Design onewire_temp_master, sky130hd; sources not shown.
### Signal wires on met1, run 1

The bar under the picture is 50 um long. Supply wires on this layer in gray.
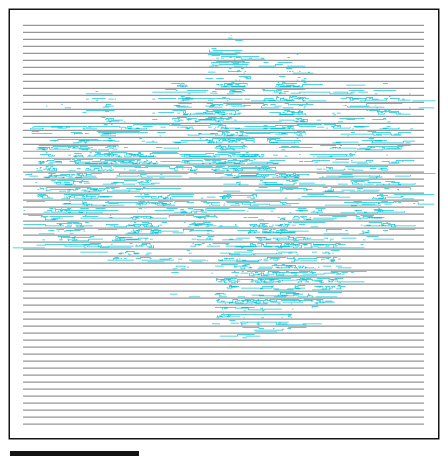
- longest straight run: 46.0 um
- wire length on this layer: 6460 um
Vias: 5070
GR Util met1: 13.0%
sum of routed wire length over all layers: 12900 um

### Met2 routing, run 1

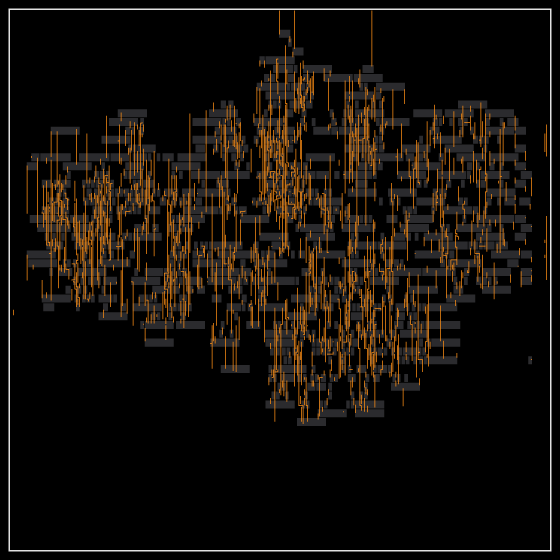
- longest straight run: 43.2 um
- nets with wire on the layer: 642
- wire length on this layer: 5770 um
routing usage on met2: 14.7%

### M3 wires, run 1

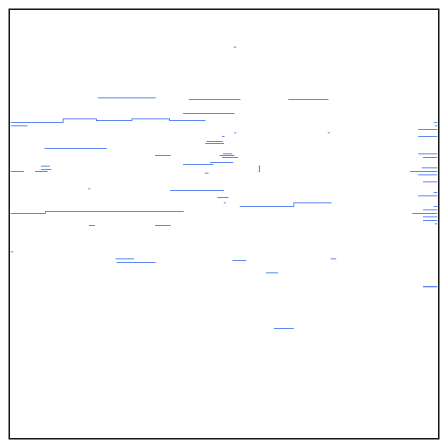
- share of all routed wire: 4.2%
- nets with wire on the layer: 48
- wire length on this layer: 538 um
- longest straight run: 53.6 um
GR Util met3: 2.35%

==> impl.org, run 1 <==
* Implementation run

** Drt
- First drt pass iteration count :: 5
- Mean routed wirelength per cell :: 11.1 um

** Worst hold path
- Worst Hold Path Cells :: 0
- Worst min-delay path class :: reg -> reg

** Clock network
- The timing report gives the clock slew at the launch and capture registers of the worst setup and hold paths as 0.07 ns.
- Number of buffers created by CTS :: 9
- At the later pin of the worst-skew pair, clock insertion delay measures 0.36 ns.
- Post-cts sizing count :: 0
- Per the CTS log, the root buffer master is sky130_fd_sc_hd__clkbuf_16.
- Setup Fix Bufs, Post-CTS :: 0

** Flow run
- Maxcap violations :: 0

** Final timing
- Post-layout minimum cycle time :: 4.09 ns
- Crit share post-route :: 83.4%
- Worst hold slack :: 0.359 ns
- Final hold violation count :: 0
- The worst pin sits at a relative slew slack of 37.6%.
- Setup repair after global routing left no endpoint under its margin.

** Synth
- Most used flip-flop cell after synthesis :: sky130_fd_sc_hd__dfrtp_1
- Number of synthesis warnings :: 6
- Sorting the synthesized cells by how often they occur yields 267 x sky130_fd_sc_hd__nand2_1, 107 x sky130_fd_sc_hd__dfrtp_1, 91 x sky130_fd_sc_hd__inv_1, 84 x sky130_fd_sc_hd__nor2_1, 52 x sky130_fd_sc_hd__nand3_1.
- Chip area estimate from yosys synthesis :: 6120 um2
- The synthesized netlist occupies a cell area of 6120 um2.
- The netlist uses 45 different library cells.
- Counting every instance in the synthesized netlist gives 817.
- When the netlist entered floorplanning its net count stood at 839.

** Global routing
- Largest net degree at the start of global routing :: 74

** Power and ir drop
- The internal portion of the total power is 1.61 mW.
- Share of power burned in combinational logic :: 27.0%

** Worst setup path
- Classification of the worst setup path :: reg -> out
- Crit start category :: flop
- Cells on worst reg2reg path :: 9

** Status
- Outcome :: finished, final reports clean

** Floorplanning
- Initial Util :: 25.3%
- Die Span X :: 166 um
-- run 1: stage by stage --
step | instance area [um2] | std cells | total power [mW] | setup slack (ns) | util [%]
final | 7010 | 1167 | 2.52 | 0.814 | 29.0
after global routing | 7010 | 1167 | 2.70 | 0.557 | 29.0
after CTS | 6990 | 1166 | 2.57 | 0.755 | 28.9
after detailed placement | 6670 | 1150 | 1.75 | 1.18 | 27.6
after global placement | 6670 | 1150 | 1.74 | 1.25 | 27.6
after floorplan | 6120 | 817 | 1.57 | 1.96 | -
-- run 1: placed cells by master, fill, tap and decap left out, types with 5 or more instances in the layout --
cell	n
sky130_fd_sc_hd__nand4_1	11
sky130_fd_sc_hd__dfrtp_1	107
sky130_fd_sc_hd__xor2_1	12
sky130_fd_sc_hd__nand2_1	267
sky130_fd_sc_hd__clkbuf_16	9
sky130_fd_sc_hd__nor2_4	5
sky130_fd_sc_hd__nand2_2	9
sky130_fd_sc_hd__inv_1	91
sky130_fd_sc_hd__ha_1	18
sky130_fd_sc_hd__a21oi_1	16
sky130_fd_sc_hd__o21ai_1	14
sky130_fd_sc_hd__nor3_1	12
sky130_fd_sc_hd__clkdlybuf4s50_1	24
sky130_fd_sc_hd__xnor2_1	6
sky130_fd_sc_hd__nor2_1	84
sky130_fd_sc_hd__nand3_1	52
sky130_fd_sc_hd__o21ai_0	50
-- run 1: kinds of logic (layout without fill, tap and decap cells) --
| group | count (synthesis) | after routing | synth area share, % |
|---|---|---|---|
| AND-OR/OR-AND | 91 | 91 | 7.83 |
| XOR/XNOR | 18 | 18 | 2.58 |
| adder cells (fa/ha/maj) | 18 | 18 | 3.68 |
| buffers and inverters | 113 | 139 | 7.87 |
| flip-flops | 109 | 109 | 44.6 |
| multiplexers | 3 | 3 | 0.532 |
| other | 1 | 1 | 0.0613 |
| AND/OR/NAND/NOR | 464 | 464 | 32.8 |
-- run 1: power groups by stage --
stage	combinational [mW]	sequential (mW)	clock, mW
floorplan	0.515	1.05	0
global placement	0.677	1.07	0
detailed placement	0.681	1.07	0
CTS	0.685	1.05	0.831
global route	0.779	1.07	0.857
finish	0.679	1.05	0.785
-- run 1: routing by layer --
layer	part of all wire [%]	GRT usage, %	up-vias
li1	-	-	2634
met1	50	13.0	2335
met2	45	14.7	86
met3	4.2	2.35	15
met4	1.3	2.81	0
met5	0	0	-
-- run 1: worst max-delay path, stage by stage, from the launching register on --
cell                              delay (ns)
sky130_fd_sc_hd__dfrtp_1                0.42
sky130_fd_sc_hd__inv_1                  0.12
sky130_fd_sc_hd__nand2_1                0.13
sky130_fd_sc_hd__ha_1                   0.31
sky130_fd_sc_hd__nand2_1                0.07
sky130_fd_sc_hd__a21oi_1                0.04
sky130_fd_sc_hd__o21a_1                 0.17
sky130_fd_sc_hd__o21ai_0                0.16
sky130_fd_sc_hd__nand3_1                0.10
sky130_fd_sc_hd__a21oi_1                0.21
sky130_fd_sc_hd__clkdlybuf4s50_1        0.55
-- run 1: final cells by class --
cell class                 count  area share (%)
clock buffer                   9            3.21
clock inverter                 7            1.43
inverter                      94            5.05
multi-input combinational    595            41.5
sequential                   109            39.0
tap                          324            5.78
timing repair buffer          29            4.07
==> run 2: changes to the inputs <==
--- a/config.mk
+++ b/config.mk
@@ -6,7 +6,7 @@
 export NUM_CORES = 1
 export LEC_CHECK = 0
 export ABC_AREA = 1
-export ABC_CLOCK_PERIOD_IN_PS = 4900
+export ABC_CLOCK_PERIOD_IN_PS = 4000
 export CAP_MARGIN = 20
 export CORE_MARGIN = 5
 export CORE_UTILIZATION = 25
==> constraint.sdc (replaced) <==
create_clock -name clk -period 4 [get_ports clk]
set_input_delay 1.2 -clock clk [delete_from_list [all_inputs] [get_ports clk]]
set_output_delay 1.2 -clock clk [all_outputs]
set_load 0.005 [all_outputs]
==> impl.org, run 2 <==
* Implementation run

** Status
- Outcome: finished, final reports clean (unchanged).

** Finish
- Most common logic cells in the final layout: 267 x sky130_fd_sc_hd__nand2_1, 107 x sky130_fd_sc_hd__dfrtp_1, 91 x sky130_fd_sc_hd__inv_1, 84 x sky130_fd_sc_hd__nor2_1, 52 x sky130_fd_sc_hd__nand3_1 (unchanged).
- The most common cell after layout, fill and taps aside was sky130_fd_sc_hd__nand2_1 (unchanged).
- The number of standard cells in the layout, taps in and fillers out came to 1167 (unchanged).
- Area of all placed cells without fillers :: 6970 um2 (was 7010 um2)

** Floorplanning
- Die Span X :: 166 um (unchanged)
- The starting density of the core came to 25.3% (unchanged).

** Final timing
- The final worst slack is 0.249 ns (was 0.814 ns).
- Setup repair after global routing missed its margin: false (unchanged).
- Headroom to the max-slew limit :: 41.3% (was 37.6%)
- Post-layout minimum cycle time :: 3.75 ns
- Worst hold slack :: 0.357 ns (was 0.359 ns)
- OpenROAD reports that the post-layout worst path occupies 93.8% of the period.
- The final number of hold-violating endpoints was 0 (unchanged).

** Synth
- Number of nets in the synthesized netlist :: 839 (unchanged)
- The number of distinct library cell variants in the gate-level netlist after synthesis was 45 (unchanged).
- The cell type with the largest total area is sky130_fd_sc_hd__dfrtp_1 (unchanged).
- The post-synthesis instance area is 6120 um2 (unchanged).
- Cell with the most instances after synthesis :: sky130_fd_sc_hd__nand2_1 (unchanged)
- The main flop type after synthesis is sky130_fd_sc_hd__dfrtp_1 (unchanged).
- Chip area estimate from yosys synthesis :: 6120 um2 (unchanged)

** Worst setup path
- Classification of the worst setup path :: reg -> out (unchanged)
- Cells on worst reg2reg path :: 9 (unchanged)
- Crit start category :: flop (unchanged)
- Cells along the critical path: inv_1, nand2_1, ha_1, nand2_1, a21oi_1, o21a_1, o21ai_0, nand3_1, a21oi_1, clkdlybuf4s50_1 (unchanged).
- Library cell contributing the largest single delay on the critical path :: sky130_fd_sc_hd__clkdlybuf4s50_1 (unchanged)

** Worst hold path
- Worst Hold Path Cells :: 0 (unchanged)
- The kind of path behind the tightest hold check is reg -> reg (unchanged).

** Drt
- The detailed-route wire length per cell came to 11.3 um (was 11.1 um).
- The number of iterations in the first detailed-routing pass came to 5 (unchanged).

** Placed design
- Setup Slack @ Placement :: 0.632 ns (was 1.18 ns)
- Area after DPL :: 6680 um2 (was 6670 um2)
- The total placed cells including tap cells was 1152 (was 1150).

** Global routing
- GR Util met1 :: 12.6% (was 13.0%)
- Global route hottest layer :: met2 (unchanged)

** Clock network
- Setup Fix Bufs, Post-CTS :: 0 (unchanged)
- Clk Tree Root Cell :: sky130_fd_sc_hd__clkbuf_16 (unchanged)
run 2: kinds of logic (layout without fill, tap and decap cells):
logic type / Yosys count / after routing / share of synthesized area [%]
simple gates: 464 / 464 / 32.8
buf+inv: 113 / 139 / 7.87
flops: 109 / 109 / 44.6
compound gates: 91 / 91 / 7.83
fa+ha+maj: 18 / 18 / 3.68
xor+xnor: 18 / 18 / 2.58
mux: 3 / 3 / 0.532
other cells: 1 / 1 / 0.0613
run 2: cell type report:
class / instances / area, um2 / area share (%)
tap: 324 / 405 / 5.82
clock inverter: 6 / 57.6 / 0.826
multi-input combinational: 595 / 2910 / 41.7
inverter: 94 / 354 / 5.08
clock buffer: 9 / 225 / 3.23
sequential: 109 / 2730 / 39.2
timing repair buffer: 30 / 285 / 4.10
run 2: critical path, delay by kind of cell, from the launching register on:
family	cells	cell delay (ns)
AND-OR/OR-AND	4	0.52
buffers and inverters	2	0.67
flip-flops	1	0.43
adder cells (fa/ha/maj)	1	0.29
AND/OR/NAND/NOR	3	0.28
run 2: stage by stage:
stage          util (%)  power [mW]
2_1_floorplan         -        1.92
3_3_place_gp       27.6        2.14
3_5_place_dp       27.6        2.15
4_1_cts            28.8        3.04
5_1_grt            28.8        3.20
6_report           28.8        3.00
run 2: where the power goes:
| group | switching [mW] | leakage, nW | internal (mW) | total [mW] |
|---|---|---|---|---|
| Clock | 0.438 | 0.131 | 0.431 | 0.868 |
| Sequential | 0.0927 | 1.49 | 1.20 | 1.29 |
| Combinational | 0.570 | 1.59 | 0.270 | 0.840 |
| Total | 1.10 | 3.20 | 1.90 | 3.00 |
run 2: layer usage:
metal | routed length (um) | share of wire (%)
met4 | 238 | 1.8
met1 | 6570 | 50
met5 | 0 | 0
met2 | 5870 | 45
met3 | 494 | 3.8
### Met2 routing, run 2

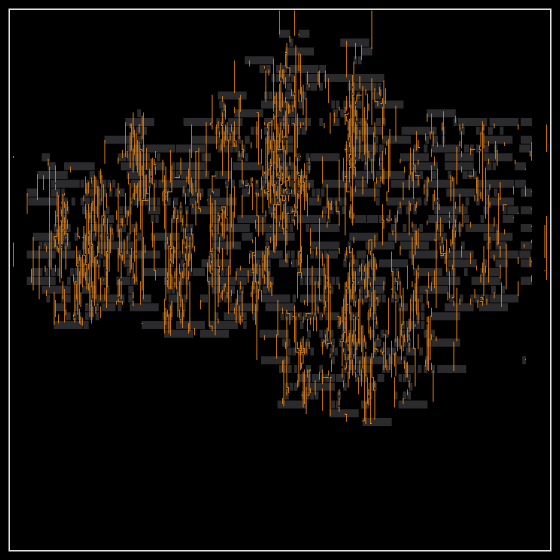
- longest straight run: 41.5 um
- main direction: vertical
- share of all routed wire: 45%
Vias: 5078
sum of routed wire length over all layers: 13200 um
routing usage on met2: 15.6%

### M3 wires, run 2

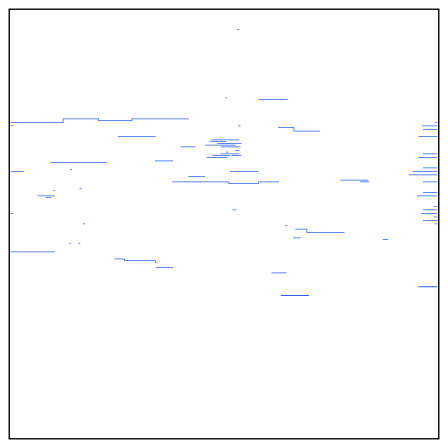
GR Util met3: 2.13%

Power is estimated from default activity; no workload was simulated.
